`config.mk`:
```
export PLATFORM = sky130hd
export DESIGN_NAME = data_mem_ctrl_flat
export DESIGN_NICKNAME = d
export VERILOG_FILES = /design/src/rtl/data_mem_ctrl_pkg.sv /design/src/rtl/data_mem_ctrl_if.sv /design/src/rtl/data_mem_ctrl_lane_align.sv /design/src/rtl/data_mem_ctrl.sv /design/src/flat_wrapper.sv
export SDC_FILE = /design/constraint.sdc
export NUM_CORES = 1
export LEC_CHECK = 0
export ABC_AREA = 1
export CAP_MARGIN = 20
export CORE_MARGIN = 4
export CORE_UTILIZATION = 41
export CTS_CLUSTER_SIZE = 20
export DETAILED_ROUTE_END_ITERATION = 7
export PLACE_DENSITY = 0.85
export SYNTH_ARGS = -nofsm -noshare
export SYNTH_HDL_FRONTEND = slang
export SYNTH_SLANG_ARGS = --single-unit
```
`constraint.sdc`:
```
create_clock -name i_clk -period 1.57 [get_ports i_clk]
set_input_delay 0.2355 -clock i_clk [delete_from_list [all_inputs] [get_ports i_clk]]
set_output_delay 0.2355 -clock i_clk [all_outputs]
set_load 0.01 [all_outputs]
```
`src/rtl/data_mem_ctrl_pkg.sv`:
```
// Shared encodings for the data-memory access controller.
package data_mem_ctrl_pkg;

  localparam logic [1:0] MEM_SIZE_BYTE = 2'd0;
  localparam logic [1:0] MEM_SIZE_HALF = 2'd1;
  localparam logic [1:0] MEM_SIZE_WORD = 2'd2;

  typedef enum logic [1:0] {
    DMC_IDLE = 2'd0,
    DMC_REQ  = 2'd1,
    DMC_DONE = 2'd2
  } dmc_state_e;

  // Halfwords need an even address, words a multiple of four; size 3 behaves as word.
  function automatic logic is_misaligned(input logic [1:0] size, input logic [1:0] addr_lo);
    case (size)
      MEM_SIZE_BYTE: return 1'b0;
      MEM_SIZE_HALF: return addr_lo[0];
      default:       return (addr_lo != 2'b00);
    endcase
  endfunction

endpackage

```
`src/rtl/data_mem_ctrl_if.sv`:
```
// Handshaked single-port memory bus between the controller and memory.
interface data_mem_ctrl_if;
  logic        bus_req;
  logic        bus_we;
  logic [31:0] bus_addr;
  logic [3:0]  bus_be;
  logic [31:0] bus_wdata;
  logic [31:0] bus_rdata;
  logic        bus_ack;

  modport master (
    output bus_req, bus_we, bus_addr, bus_be, bus_wdata,
    input  bus_rdata, bus_ack
  );

  modport slave (
    input  bus_req, bus_we, bus_addr, bus_be, bus_wdata,
    output bus_rdata, bus_ack
  );
endinterface

```
`src/rtl/data_mem_ctrl_lane_align.sv`:
```
// Byte-lane steering: store enables/replication and load extraction.
module data_mem_ctrl_lane_align
  import data_mem_ctrl_pkg::*;
(
  input  logic [1:0]  i_addr_lo,
  input  logic [1:0]  i_size,
  input  logic        i_unsigned,
  input  logic [31:0] i_dout,
  input  logic [31:0] i_rdata,
  output logic [3:0]  o_be,
  output logic [31:0] o_wdata,
  output logic [31:0] o_rdata_ext
);

  logic [7:0]  w_byte;
  logic [15:0] w_half;

  // Pick the addressed lane, then build enables, replicated store data and the extended load.
  always_comb begin
    case (i_addr_lo)
      2'd0:    w_byte = i_rdata[7:0];
      2'd1:    w_byte = i_rdata[15:8];
      2'd2:    w_byte = i_rdata[23:16];
      default: w_byte = i_rdata[31:24];
    endcase
    w_half = i_addr_lo[1] ? i_rdata[31:16] : i_rdata[15:0];

    case (i_size)
      MEM_SIZE_BYTE: begin
        o_be        = 4'b0001 << i_addr_lo;
        o_wdata     = {4{i_dout[7:0]}};
        o_rdata_ext = {{24{~i_unsigned & w_byte[7]}}, w_byte};
      end
      MEM_SIZE_HALF: begin
        o_be        = i_addr_lo[1] ? 4'b1100 : 4'b0011;
        o_wdata     = {2{i_dout[15:0]}};
        o_rdata_ext = {{16{~i_unsigned & w_half[15]}}, w_half};
      end
      default: begin
        o_be        = 4'b1111;
        o_wdata     = i_dout;
        o_rdata_ext = i_rdata;
      end
    endcase
  end

endmodule

```
`src/rtl/data_mem_ctrl.sv`:
```
// MEM-stage data-memory controller: request latch, bus FSM, timeout and load result.
module data_mem_ctrl
  import data_mem_ctrl_pkg::*;
#(
  parameter int unsigned TIMEOUT  = 255,
  parameter logic [31:0] ERR_DATA = 32'hDEAD_BEEF
) (
  input  logic               i_clk,
  input  logic               i_rst_n,
  input  logic               i_mem_ren,
  input  logic               i_mem_wen,
  input  logic [31:0]        i_mem_addr,
  input  logic [31:0]        i_mem_dout,
  input  logic [1:0]         i_mem_size,
  input  logic               i_mem_unsigned,
  output logic [31:0]        o_mem_din,
  output logic               o_mem_stall,
  output logic               o_mem_addr_err,
  output logic               o_bus_err,
  data_mem_ctrl_if.master    bus
);

  localparam logic [7:0] CNT_LAST = 8'(TIMEOUT - 1);

  dmc_state_e  r_state, w_state_nxt;
  logic [7:0]  r_cnt;
  logic        r_bus_req, r_bus_we, r_bus_err;
  logic [31:0] r_bus_addr, r_bus_wdata, r_mem_din;
  logic [3:0]  r_bus_be;
  logic [1:0]  r_size, r_addr_lo;
  logic        r_unsigned;

  logic        w_req, w_mis, w_accept, w_ack, w_timeout;
  logic [1:0]  w_sel_size, w_sel_addr_lo;
  logic        w_sel_unsigned;
  logic [3:0]  w_be;
  logic [31:0] w_wdata, w_rdata_ext;

  assign w_req = i_mem_ren | i_mem_wen;
  assign w_mis = is_misaligned(i_mem_size, i_mem_addr[1:0]);

  // The aligner sees the live request while idle and the latched one during the bus access.
  assign w_sel_size     = (r_state == DMC_IDLE) ? i_mem_size       : r_size;
  assign w_sel_addr_lo  = (r_state == DMC_IDLE) ? i_mem_addr[1:0]  : r_addr_lo;
  assign w_sel_unsigned = (r_state == DMC_IDLE) ? i_mem_unsigned   : r_unsigned;

  data_mem_ctrl_lane_align u_lane_align (
    .i_addr_lo   (w_sel_addr_lo),
    .i_size      (w_sel_size),
    .i_unsigned  (w_sel_unsigned),
    .i_dout      (i_mem_dout),
    .i_rdata     (bus.bus_rdata),
    .o_be        (w_be),
    .o_wdata     (w_wdata),
    .o_rdata_ext (w_rdata_ext)
  );

  // State register.
  always_ff @(posedge i_clk or negedge i_rst_n) begin
    if (!i_rst_n) r_state <= DMC_IDLE;
    else          r_state <= w_state_nxt;
  end

  // Next-state and combinational stall / misalignment flags.
  always_comb begin
    w_state_nxt    = r_state;
    o_mem_stall    = 1'b0;
    o_mem_addr_err = 1'b0;
    w_accept       = 1'b0;
    w_ack          = 1'b0;
    w_timeout      = 1'b0;
    case (r_state)
      DMC_IDLE: begin
        if (w_req) begin
          if (w_mis) begin
            o_mem_addr_err = 1'b1;
          end else begin
            w_accept    = 1'b1;
            o_mem_stall = 1'b1;
            w_state_nxt = DMC_REQ;
          end
        end
      end
      DMC_REQ: begin
        o_mem_stall = 1'b1;
        if (bus.bus_ack && r_bus_req) begin
          w_ack       = 1'b1;
          w_state_nxt = DMC_DONE;
        end else if (r_cnt == CNT_LAST) begin
          w_timeout   = 1'b1;
          w_state_nxt = DMC_DONE;
        end
      end
      DMC_DONE: w_state_nxt = DMC_IDLE;
      default:  w_state_nxt = DMC_IDLE;
    endcase
  end

  // Request latch, bus outputs, timeout counter and load result.
  always_ff @(posedge i_clk or negedge i_rst_n) begin
    if (!i_rst_n) begin
      r_cnt       <= 8'd0;
      r_bus_req   <= 1'b0;
      r_bus_we    <= 1'b0;
      r_bus_err   <= 1'b0;
      r_bus_addr  <= 32'd0;
      r_bus_wdata <= 32'd0;
      r_bus_be    <= 4'd0;
      r_mem_din   <= 32'd0;
      r_size      <= 2'd0;
      r_addr_lo   <= 2'd0;
      r_unsigned  <= 1'b0;
    end else begin
      r_bus_err <= 1'b0;
      if (w_accept) begin
        r_cnt       <= 8'd0;
        r_bus_req   <= 1'b1;
        r_bus_we    <= i_mem_wen;
        r_bus_addr  <= {i_mem_addr[31:2], 2'b00};
        r_bus_be    <= w_be;
        r_bus_wdata <= w_wdata;
        r_size      <= i_mem_size;
        r_addr_lo   <= i_mem_addr[1:0];
        r_unsigned  <= i_mem_unsigned;
      end else if (w_ack) begin
        r_bus_req <= 1'b0;
        if (!r_bus_we) r_mem_din <= w_rdata_ext;
      end else if (w_timeout) begin
        r_bus_req <= 1'b0;
        r_bus_err <= 1'b1;
        if (!r_bus_we) r_mem_din <= ERR_DATA;
      end else if (r_state == DMC_REQ) begin
        r_cnt <= r_cnt + 8'd1;
      end
    end
  end

  assign o_mem_din     = r_mem_din;
  assign o_bus_err     = r_bus_err;
  assign bus.bus_req   = r_bus_req;
  assign bus.bus_we    = r_bus_we;
  assign bus.bus_addr  = r_bus_addr;
  assign bus.bus_be    = r_bus_be;
  assign bus.bus_wdata = r_bus_wdata;

endmodule
```
`src/flat_wrapper.sv`:
```
// flat-port wrapper written by rule: the top's interface ports become plain ports
module data_mem_ctrl_flat import data_mem_ctrl_pkg::*;
#(
  parameter int unsigned TIMEOUT  = 255,
  parameter logic [31:0] ERR_DATA = 32'hDEAD_BEEF
)
  (i_clk, i_rst_n, i_mem_ren, i_mem_wen, i_mem_addr, i_mem_dout, i_mem_size, i_mem_unsigned, o_mem_din, o_mem_stall, o_mem_addr_err, o_bus_err, bus_bus_req, bus_bus_we, bus_bus_addr, bus_bus_be, bus_bus_wdata, bus_bus_rdata, bus_bus_ack);
  data_mem_ctrl_if bus_i ();
  input  logic i_clk;
  input  logic i_rst_n;
  input  logic i_mem_ren;
  input  logic i_mem_wen;
  input  logic [31:0] i_mem_addr;
  input  logic [31:0] i_mem_dout;
  input  logic [1:0] i_mem_size;
  input  logic i_mem_unsigned;
  output logic [31:0] o_mem_din;
  output logic o_mem_stall;
  output logic o_mem_addr_err;
  output logic o_bus_err;
  output wire logic [$bits(bus_i.bus_req)-1:0] bus_bus_req;
  output wire logic [$bits(bus_i.bus_we)-1:0] bus_bus_we;
  output wire logic [$bits(bus_i.bus_addr)-1:0] bus_bus_addr;
  output wire logic [$bits(bus_i.bus_be)-1:0] bus_bus_be;
  output wire logic [$bits(bus_i.bus_wdata)-1:0] bus_bus_wdata;
  input wire logic [$bits(bus_i.bus_rdata)-1:0] bus_bus_rdata;
  input wire logic [$bits(bus_i.bus_ack)-1:0] bus_bus_ack;
  assign bus_bus_req = bus_i.bus_req;
  assign bus_bus_we = bus_i.bus_we;
  assign bus_bus_addr = bus_i.bus_addr;
  assign bus_bus_be = bus_i.bus_be;
  assign bus_bus_wdata = bus_i.bus_wdata;
  assign bus_i.bus_rdata = bus_bus_rdata;
  assign bus_i.bus_ack = bus_bus_ack;
  data_mem_ctrl #(.TIMEOUT(TIMEOUT), .ERR_DATA(ERR_DATA)) u_core (.i_clk(i_clk), .i_rst_n(i_rst_n), .i_mem_ren(i_mem_ren), .i_mem_wen(i_mem_wen), .i_mem_addr(i_mem_addr), .i_mem_dout(i_mem_dout), .i_mem_size(i_mem_size), .i_mem_unsigned(i_mem_unsigned), .o_mem_din(o_mem_din), .o_mem_stall(o_mem_stall), .o_mem_addr_err(o_mem_addr_err), .o_bus_err(o_bus_err), .bus(bus_i));
endmodule
```
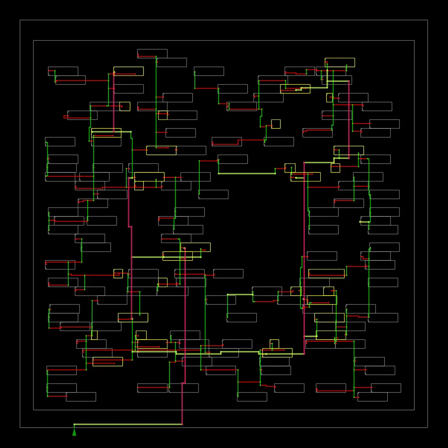
run_1/clocks.png
clock buffers: 17
Clk. pwr: 3680 uW

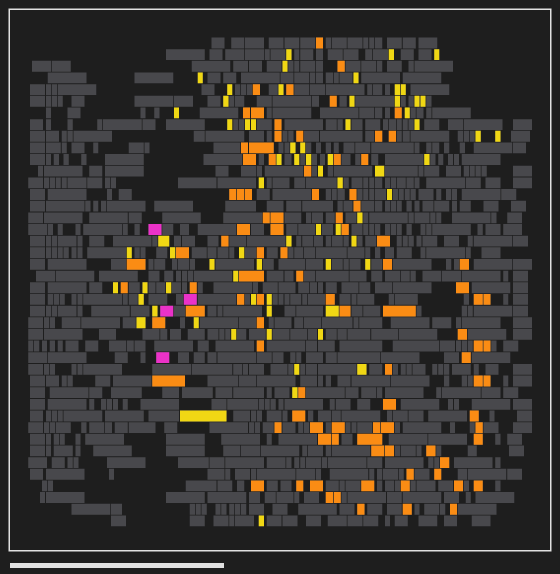
run_1/logic_types.png
The bar under the picture is 50 um long.
Key: aoi and oai cells = orange [cells 96]; inv cells = yellow [cells 69]; xor and xnor cells = magenta [cells 4]
most common logic cell in the routed design: nand2_1
combinational share of cell area: 28.7%
fin cells: 1233

==> impl_metrics.toml, run 1 <==
# generated from flow reports
[die]
fp_util_pct = 42.4
chipArea_um2 = 15900
die_w_um = 126
boundaryPins = 209
placementRows = 42

[critical_path]
setup.worst_path.end = "u_core.o_mem_din[10]$_DFFE_PN0P_"
r2r_end = "u_core.o_mem_din[10]$_DFFE_PN0P_"
critPathMostFrequentCell = "nand2_4"
critPathCaptureType = "register"
worst-setup-path-type = "register to register"
rr_worst_depth = 12
cpPeakStageDelay_ns = 0.45
crit_arrival_ns = 2.22
cp_cell_sequence = "nor2_4 > buf_4 > nand2_1 > nand2_2 > nand2_4 > inv_4 > nand2_4 > nand2_4 > buf_4 > nor2_1 > nor2_1 > a21oi_2"
cp_max_fo = 6
crit_start = "u_core.r_state[0]$_DFFE_PN0P_"

[synth]
yosysTopAreaCell = "dfrtp_1"
common_cells = "nand2_1 (293), dfrtp_1 (116), nor2_1 (84)"
synth_area_per_cell_um2 = 7.50
top_cell_area_share_pct = 50.8
ys_cells = 761
synthArstFlopShare_pct = 100
yosysWarnings = 0
ys_ff = 116
synth.cell_area_um2 = 5710
most_common_cell = "nand2_1"
yosys-stat-area_um2 = 5710
syn_inst = 761
synth-main-ff-cell = "dfrtp_1"
ys_seq_share_pct = 50.8

[routing]
antenna_left = 0
drt-initial-drc-count = 587
wl_um = 22900
vias_per_cell = 5.40
firstDrtPassIters = 8
wl_per_cell_um = 18.5
num_vias = 6664

[pwr]
pwr_density_cell_nw_per_um2 = 2060
leakage_uw = 0.00523
ir_worst_vdd_uv = 1010

[sta]
rsz0062_at_grt = "yes"
fin_ws_ns = -0.346
fmax_ghz = 0.522
setup_viol = 60
maxSlewViolCount = 0
final.min_clock_period_ns = 1.92
whs_ns = 0.315

[outcome]
failed_checks = "negative setup slack"
run_status = "finished, violations left"

[clocking]
cts_made_buffers = 17
cts_max_level = 4
cts_root_buf = "clkbuf_16"
cts.clk_slew.worst_paths_ns = 0.06
clk_path_buf_depth = 2
cts.sinks = 116
cts_tree = "built"

[global_route]
antenna_found_initial = 1
grt_max_degree = 35
grt_pass1_vias = 6336

[job]
warnings = 29

[cells_and_area]
syn2layout_area_growth_pct = 76.0
fin_area_um2 = 10000
drive_above_1_share_pct = 22.3
layout.nets = 1149

[placement]
port_buffers = 206
routabilityCongestion = 0.965
placed_area_um2 = 8380
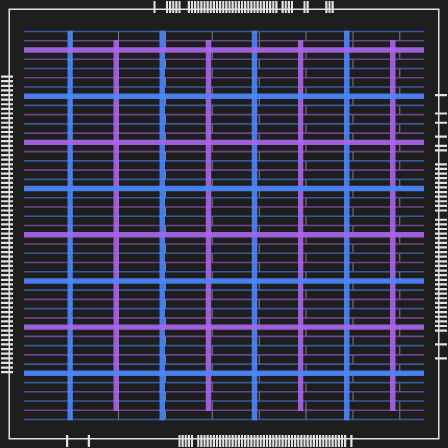
run_1/power_grid.png
Pins as bars on the die edge. Tap cells in gray.
Key: VDD = purple; VSS = blue
176 tap cells. 8 straps on met5. 43 met1 rails follow the rows. 209 signal pins sit on the boundary.
Die Height: 126 um
core area: 13500 um^2

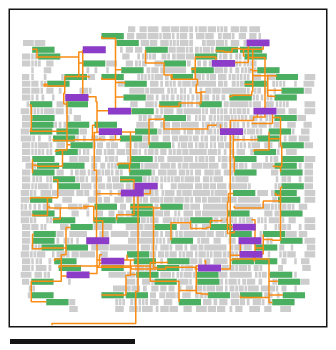
run_1/clk_routes.png
The bar under the picture is 50 um long.
Key: clock wires = orange [length 1640 um]; clock drivers = purple [count 17]; flip-flops = green [count 116]
Position of the flops: all over the die. There are 18 routed clock nets.
Clk network pwr share: 17.8%
final setup skew: 0.0112 ns
Worst-Skew Late Latency: 0.43 ns

## run 1: worst max-delay path: cells and delay by family, from the launching register on
kind	cells	cell delay (ns)
buffers and inverters	3	0.34
AND/OR/NAND/NOR	8	0.91
AND-OR/OR-AND	1	0.09
flip-flops	1	0.45
## run 1: metrics by stage
stage	utilization (%)	TNS [ns]	cells	power (uW)
after floorplan	-	0	762	9540
after global placement	62.3	-30.80	1168	14200
after detailed placement	62.3	-36.95	1168	14500
after CTS	69.0	-4.10	1213	18900
after global routing	74.7	-15.10	1233	21800
final	74.7	-9.92	1233	20700
## run 1: flip-flops by register name (all words and copies together), names as in the netlist
register	cells
u_core.bus.bus_wdata	32
u_core.o_mem_din	32
u_core.bus.bus_addr	30
u_core.r_cnt	8
u_core.bus.bus_be	4
u_core.r_addr_lo	2
u_core.r_size	2
u_core.r_state	2
u_core.bus.bus_req	1
u_core.bus.bus_we	1
u_core.o_bus_err	1
u_core.r_unsigned	1
## run 1: report_power, final
part	internal, uW	switching [uW]	total, uW	leakage [uW]
sequential	4350	841	5190	0.00137
combinational	5400	6470	11900	0.00361
clock	2170	1510	3680	0.000253
## run 1: final cells by class
cell class              instances  area (um^2)  area share [%]
clock buffers                  17          425            4.23
diodes                          1         2.50          0.0249
repair buffers                294         3170            31.6
flip-flops and latches        116         2900            28.9
well taps                     176          220            2.19
repair inverters                1         7.51          0.0747
clock inverters                15          136            1.36
multi-input cells             545         2890            28.7
inverters                      68          294            2.93
## run 1: kinds of logic (layout without fill, tap and decap cells)
| kind of cell | after synthesis | after routing | synth area share, % |
|---|---|---|---|
| and+or+nand+nor | 440 | 441 | 31.6 |
| DFF | 116 | 116 | 50.8 |
| buffers and inverters | 102 | 395 | 7.52 |
| AOI/OAI and AO/OA | 96 | 96 | 8.96 |
| xor gates and xnor gates | 4 | 4 | 0.613 |
| adders and majority gates | 2 | 2 | 0.438 |
| other | 1 | 3 | 0.0657 |
## run 1: cell usage in the layout, fill, tap and decap left out, drive strengths merged, types with 4 or more instances in the layout
| cell type | netlist | layout |
|---|---|---|
| nor2 | 87 | 87 |
| xor2 | 4 | 4 |
| nand3 | 44 | 44 |
| inv | 68 | 68 |
| buf | 14 | 84 |
| clkinvlp | 0 | 8 |
| nand4 | 4 | 5 |
| dlymetal6s2s | 0 | 42 |
| o21ai | 27 | 27 |
| clkdlybuf4s50 | 0 | 114 |
| dlygate4sd2 | 0 | 47 |
| a31oi | 17 | 17 |
| dfrtp | 116 | 116 |
| clkinv | 0 | 7 |
| a21oi | 47 | 47 |
| nand2 | 302 | 302 |
| clkbuf | 20 | 23 |
## run 1: repair_timing
| action | 4_1_cts | 5_1_grt |
|---|---|---|
| buffers inserted | 8 | 14 |
| endpoints found under the setup margin | 142 | 142 |
| resized | 118 | 149 |
| hold buffers | 1 | 0 |
| cloned | 5 | 7 |
| pin swaps | 19 | 37 |
| endpoints found under the hold margin | 30 | 0 |
## run 1: per-layer routing
metal	up-vias	global-route usage (%)	wire, um
met5	-	0	0
li1	2970	-	-
met1	3125	29.2	8170
met3	125	8.64	2360
met2	444	39.5	11000
met4	0	14.6	1280
--- run 2 (diff from run 1) ---
HOLD_SLACK_MARGIN = 0.03   (was unset)
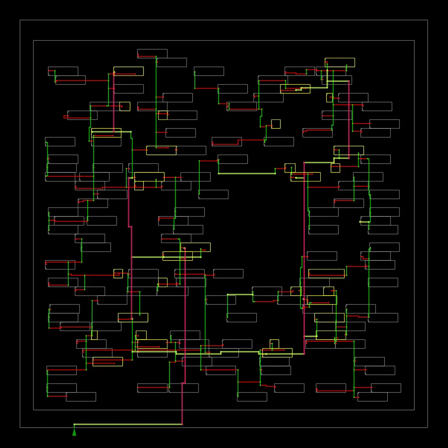
run_2/clocks.png
CTS sink cnt: 116
CTS buffer count: 17
Seq cells: 116

==> impl_metrics.toml, run 2 <==
# generated from flow reports
[outcome]
run_status = "finished, violations left"
failed_checks = "negative setup slack"

[pwr]
pwr_density_cell_nw_per_um2 = 2060
total_power_uw = 20700
leakage_uw = 0.00523

[synth]
ys_ff = 116
top_cell_area_share_pct = 50.8
synth-main-ff-cell = "dfrtp_1"
yosys-stat-area_um2 = 5710
synth_adder_area_share_pct = 0.438
syn_inst = 761
synth.mux.area_fraction_pct = 0
ys_cells = 761
xor_area_share_pct = 0.613
synth_area_per_cell_um2 = 7.50
ys_seq_share_pct = 50.8
logic_family = "simple AND/OR/NAND/NOR gates"
synth.cell_area_um2 = 5710
yosysTopAreaCell = "dfrtp_1"
synthArstFlopShare_pct = 100
synthSimpleGateAreaFrac_pct = 31.6
common_cells = "nand2_1 (293), dfrtp_1 (116), nor2_1 (84)"

[die]
coreArea_um2 = 13500
die_w_um = 126
chipArea_um2 = 15900
dieHeight_um = 126
placementRows = 42
fp_util_pct = 42.4

[clocking]
clock_latency_ns = 0.43
cts_max_level = 4
clk_path_buf_depth = 2
cts_root_buf = "clkbuf_16"
cts.clk_slew.worst_paths_ns = 0.06
cts_tree = "built"

[critical_path]
crit_arrival_ns = 2.22
r2r_end = "u_core.o_mem_din[10]$_DFFE_PN0P_"
worst-setup-path-type = "register to register"
cp_max_fo = 6
critPathCaptureType = "register"
rr_worst_depth = 12

[sta]
setup_viol = 60
fin_skew_ns = 0.0112
fin_ws_ns = -0.346
maxSlewViolCount = 0
final.min_clock_period_ns = 1.92

[placement]
routabilityCongestion = 0.965
placed_area_um2 = 8380
port_buffers = 206

[cells_and_area]
final_cell_mix = "nand2_1 (263), dfrtp_1 (115), clkdlybuf4s50_1 (114)"
layout.nets = 1149
syn2layout_area_growth_pct = 76.0
fin_area_um2 = 10000
drive_above_1_share_pct = 22.3

[job]
warnings = 29

[global_route]
grt_max_degree = 35
antenna_found_initial = 1
grt_pass1_vias = 6336

[routing]
vias_per_cell = 5.40
firstDrtPassIters = 8
antenna_left = 0
num_vias = 6664
run 2: timing repair:
| item | in CTS | in global routing |
|---|---|---|
| setup endpoints to repair | 142 | 142 |
| gates cloned | 5 | 7 |
| pin swaps | 19 | 37 |
| resized | 118 | 149 |
| hold buffers | 1 | 0 |
| buffers inserted | 8 | 14 |
| hold endpoints to repair | 30 | 0 |
run 2: cells by family (layout without fill, tap and decap cells):
family | after synthesis | in the layout
xor gates and xnor gates | 4 | 4
AOI/OAI and AO/OA | 96 | 96
and+or+nand+nor | 440 | 441
DFF | 116 | 116
adders and majority gates | 2 | 2
buffers and inverters | 102 | 395
other | 1 | 3
run 2: how the worst max path moves through the flow:
stage                                  start                               end  cells past startpoint
2_1_floorplan  u_core.r_state[0]$_DFFE_PN0P_  u_core.o_mem_din[17]$_DFFE_PN0P_                     11
3_3_place_gp                   i_mem_addr[0]                       o_mem_stall                      7
3_5_place_dp                   i_mem_addr[0]                       o_mem_stall                      7
4_1_cts        u_core.r_state[1]$_DFFE_PN0P_  u_core.o_mem_din[19]$_DFFE_PN0P_                     13
5_1_grt        u_core.r_state[0]$_DFFE_PN0P_  u_core.o_mem_din[24]$_DFFE_PN0P_                     12
6_report       u_core.r_state[0]$_DFFE_PN0P_  u_core.o_mem_din[10]$_DFFE_PN0P_                     12
run 2: area by class of cell:
cell class,instances,area [um^2],share of cell area (%)
repair buffers,294,3170,31.6
inverters,68,294,2.93
repair inverters,1,7.51,0.0747
flip-flops and latches,116,2900,28.9
clock inverters,15,136,1.36
well taps,176,220,2.19
clock buffers,17,425,4.23
multi-input cells,545,2890,28.7
diodes,1,2.50,0.0249
run 2: metrics by stage:
stage	hold WS [ns]	cells	TNS [ns]	setup WS, ns
6_report	0.315	1233	-9.92	-0.346
5_1_grt	0.332	1233	-15.10	-0.398
4_1_cts	0.322	1213	-4.10	-0.147
3_5_place_dp	0.232	1168	-36.95	-0.438
3_3_place_gp	0.225	1168	-30.80	-0.403
2_1_floorplan	-0.0601	762	0	0.000173
run 2: worst max-delay path, stage by stage, from the launching register on:
cell and delay [ns]:
dfrtp_2 0.45, nor2_4 0.18, buf_4 0.14, nand2_1 0.06, nand2_2 0.12, nand2_4 0.09
inv_4 0.08, nand2_4 0.08, nand2_4 0.13, buf_4 0.12, nor2_1 0.04, nor2_1 0.21
a21oi_2 0.09
run 2: report_power, final:
group	switching [uW]	internal (uW)	total (uW)
logic	6470	5400	11900
clock network	1510	2170	3680
registers	841	4350	5190
run 2: per-layer routing:
metal / global-route usage, % / wire (um) / vias up
met5: 0 / 0 / -
met4: 14.6 / 1280 / 0
met3: 8.64 / 2360 / 125
met2: 39.5 / 11000 / 444
met1: 29.2 / 8170 / 3125
li1: - / - / 2970
run_2/power_grid.png
Pins as bars on the die edge. Tap cells in gray.
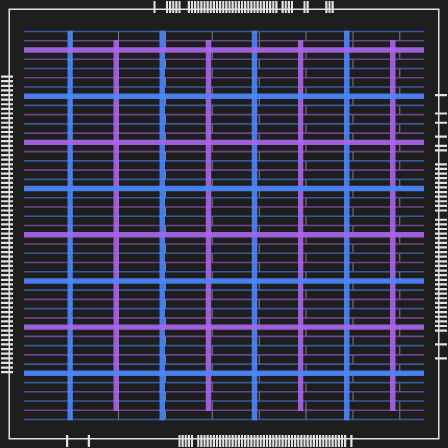

--- run 3 (diff from run 2) ---
CORE_UTILIZATION = 42   (was 41)
PLACE_DENSITY = 0.84   (was 0.85)
SYNTH_HIERARCHICAL = 1   (was unset)
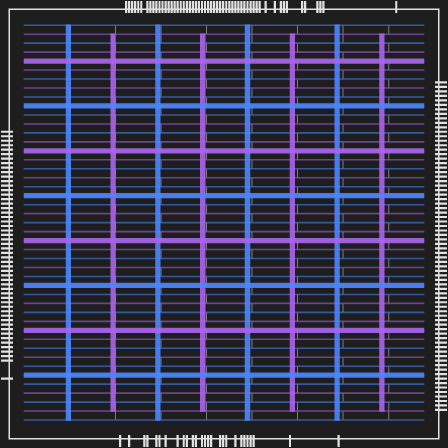
run_3/power_grid.png
Pins as bars on the die edge. Tap cells in gray.
Key: VDD = purple; VSS = blue
8 straps on met5. 45 met1 rails follow the rows. The core has 44 rows. 209 signal pins sit on the boundary.
Die Height: 130 um
Die X-Extent: 130 um

==> impl_metrics.toml, run 3 <==
# generated from flow reports
[critical_path]
slowest_stage = "dfrtp_1"
worst-path-buf-inv = 3
crit_family = "simple AND/OR/NAND/NOR gates"
cpPeakStageDelay_ns = 0.40
critPathCaptureType = "register"
cp_cell_sequence = "inv_2 > nand2_4 > o21ai_4 > buf_12 > nand2_8 > nor2_4 > nor2_4 > buf_12 > nand3_4 > nand3_2 > or2_4 > nand3_2 > nand2_1"
crit_start = "u_core/r_state[1]$_DFFE_PN0P_"
cp_max_fo = 8
crit_arrival_ns = 2.46
cp_num_cells = 13
worst-setup-path-type = "register to register"
rr_worst_depth = 13
setup.worst_path.end = "u_core/o_mem_din[27]$_DFFE_PN0P_"
r2r_end = "u_core/o_mem_din[27]$_DFFE_PN0P_"
r2r_setup_slack_ns = -0.60

[clocking]
clock_latency_ns = 0.42
clk_path_buf_depth = 2
cts.sinks = 116
cts_max_level = 4
cts.clk_slew.worst_paths_ns = 0.06
cts_root_buf = "clkbuf_16"
cts_made_buffers = 17
cts_tree = "built"

[synth]
ys_ff = 116
ys_cells = 824
common_cells = "nand2_1 (366), nand3_1 (158), dfrtp_1 (116)"
top_cell_area_share_pct = 46.6
syn_inst = 824
yosys-stat-area_um2 = 6220
synth_area_per_cell_um2 = 7.55
yosysTopAreaCell = "dfrtp_1"
ys_seq_share_pct = 46.6
synth.cell_area_um2 = 6220
synth-main-ff-cell = "dfrtp_1"
synthArstFlopShare_pct = 100

[sta]
fin_ws_ns = -0.600
whs_ns = 0.227
setup_viol = 125
final.min_clock_period_ns = 2.17
maxSlewViolCount = 0
fin_skew_ns = 0.0172

[cells_and_area]
diodes = 0
syn2layout_area_growth_pct = 84.4
fin_area_um2 = 11500
fin_util_pct = 79.0
drive_above_1_share_pct = 35.4
layout.nets = 1219

[routing]
antenna_left = 0
firstDrtPassIters = 8
route.detailed.drc = 15
num_vias = 7548
vias_per_cell = 5.77

[die]
coreArea_um2 = 14500
fp_util_pct = 42.8
placementRows = 44
chipArea_um2 = 16800

[placement]
placed_area_um2 = 9000
routabilityCongestion = 0.963
port_buffers = 206

[pwr]
pwr_density_cell_nw_per_um2 = 2170
seqPwrFrac_pct = 21.9
intPower_uw = 14300
swShare_pct = 42.6
clkPwrFrac_pct = 17.0
power_frac_comb_pct = 61.0
switchingPower_uw = 10600
leakage_uw = 0.00614

[outcome]
run_status = "finished, violations left"
failed_checks = "design-rule violations, negative setup slack"

[global_route]
grt_pass1_vias = 6970
antenna_found_initial = 0
grt_max_degree = 49

[job]
warnings = 30
[run 3: netlist changes by cell type after synthesis, sizes merged, moves of 3 or more]
cell / change
o211ai: +3
xor2: -3
nand3: +127
a21oi: -45
clkbuf: -7
a31oi: -17
o21ai: -8
nor2: -67
buf: +31
inv: -42
nand2: +70
or2: +25
[run 3: how the worst min path moves through the flow]
stage / start / endpoint / slack [ns] / cells past startpoint
3_3_place_gp: i_rst_n / u_core/o_mem_din[8]$_DFFE_PN0P_ / 0.09 / 1
5_1_grt: i_rst_n / u_core/o_mem_din[8]$_DFFE_PN0P_ / 0.21 / 2
2_1_floorplan: i_rst_n / u_core/bus.bus_addr[10]$_DFFE_PN0P_ / -0.06 / 0
6_report: i_rst_n / u_core/bus.bus_be[0]$_DFFE_PN0P_ / 0.23 / 2
3_5_place_dp: i_rst_n / u_core/bus.bus_be[2]$_DFFE_PN0P_ / 0.09 / 1
4_1_cts: i_rst_n / u_core/bus.bus_be[2]$_DFFE_PN0P_ / 0.21 / 2
[run 3: area by class of cell]
| cell class | count | area [um^2] |
|---|---|---|
| inverter | 27 | 116 |
| multi-input combinational | 628 | 3950 |
| fill | 848 | 3060 |
| clock inverter | 8 | 148 |
| tap | 184 | 230 |
| timing repair buffer | 323 | 3650 |
| sequential | 116 | 2900 |
| clock buffer | 23 | 488 |
[run 3: cells by family (layout without fill, tap and decap cells)]
logic type	Yosys count	after routing	share of synthesized area, %
other	1	2	0.0603
adder cells (fa/ha/maj)	2	2	0.402
AND-OR/OR-AND	26	26	2.29
XOR/XNOR	1	1	0.141
AND/OR/NAND/NOR	593	597	43.3
buffers and inverters	85	381	7.20
flip-flops	116	116	46.6
[run 3: timing repair]
item	in CTS	in global routing
resized	138	257
hold endpoints to repair	116	0
gates cloned	8	12
endpoints found under the setup margin	138	166
pin swaps	64	64
hold buffers	1	0
buffers inserted	15	21
[run 3: worst reg2reg max path, cell delays in order, from the launching register on]
cell	delay, ns
dfrtp_1	0.40
inv_2	0.14
nand2_4	0.12
o21ai_4	0.19
buf_12	0.16
nand2_8	0.07
nor2_4	0.13
nor2_4	0.06
buf_12	0.14
nand3_4	0.14
nand3_2	0.09
or2_4	0.24
nand3_2	0.07
nand2_1	0.09
[run 3: layer usage]
layer | vias to the layer above | GRT usage, % | routed length [um]
li1 | 3230 | - | -
met1 | 3575 | 32.0 | 9780
met5 | - | 0 | 0
met2 | 583 | 47.5 | 14200
met3 | 160 | 7.25 | 3010
met4 | 0 | 10.6 | 1490
[run 3: through the flow]
step | power, uW | setup TNS (ns) | worst slack, ns | cells
after CTS | 21700 | -16.61 | -0.419 | 1279
after floorplan | 10900 | -11.15 | -0.409 | 825
final | 24900 | -41.75 | -0.600 | 1309
after global placement | 15600 | -49.48 | -0.724 | 1227
after detailed placement | 15900 | -51.68 | -0.733 | 1227
after global routing | 26000 | -49.71 | -0.634 | 1309
[run 3: power by group through the flow]
stage          combinational [uW]  clock [uW]  sequential (uW)
2_1_floorplan                5210           0             5670
6_report                    15200        4230             5460
5_1_grt                     16000        4390             5590
3_3_place_gp                10500           0             5140
4_1_cts                     12300        4220             5160
3_5_place_dp                10700           0             5190
Power and IR drop assume default switching activity.
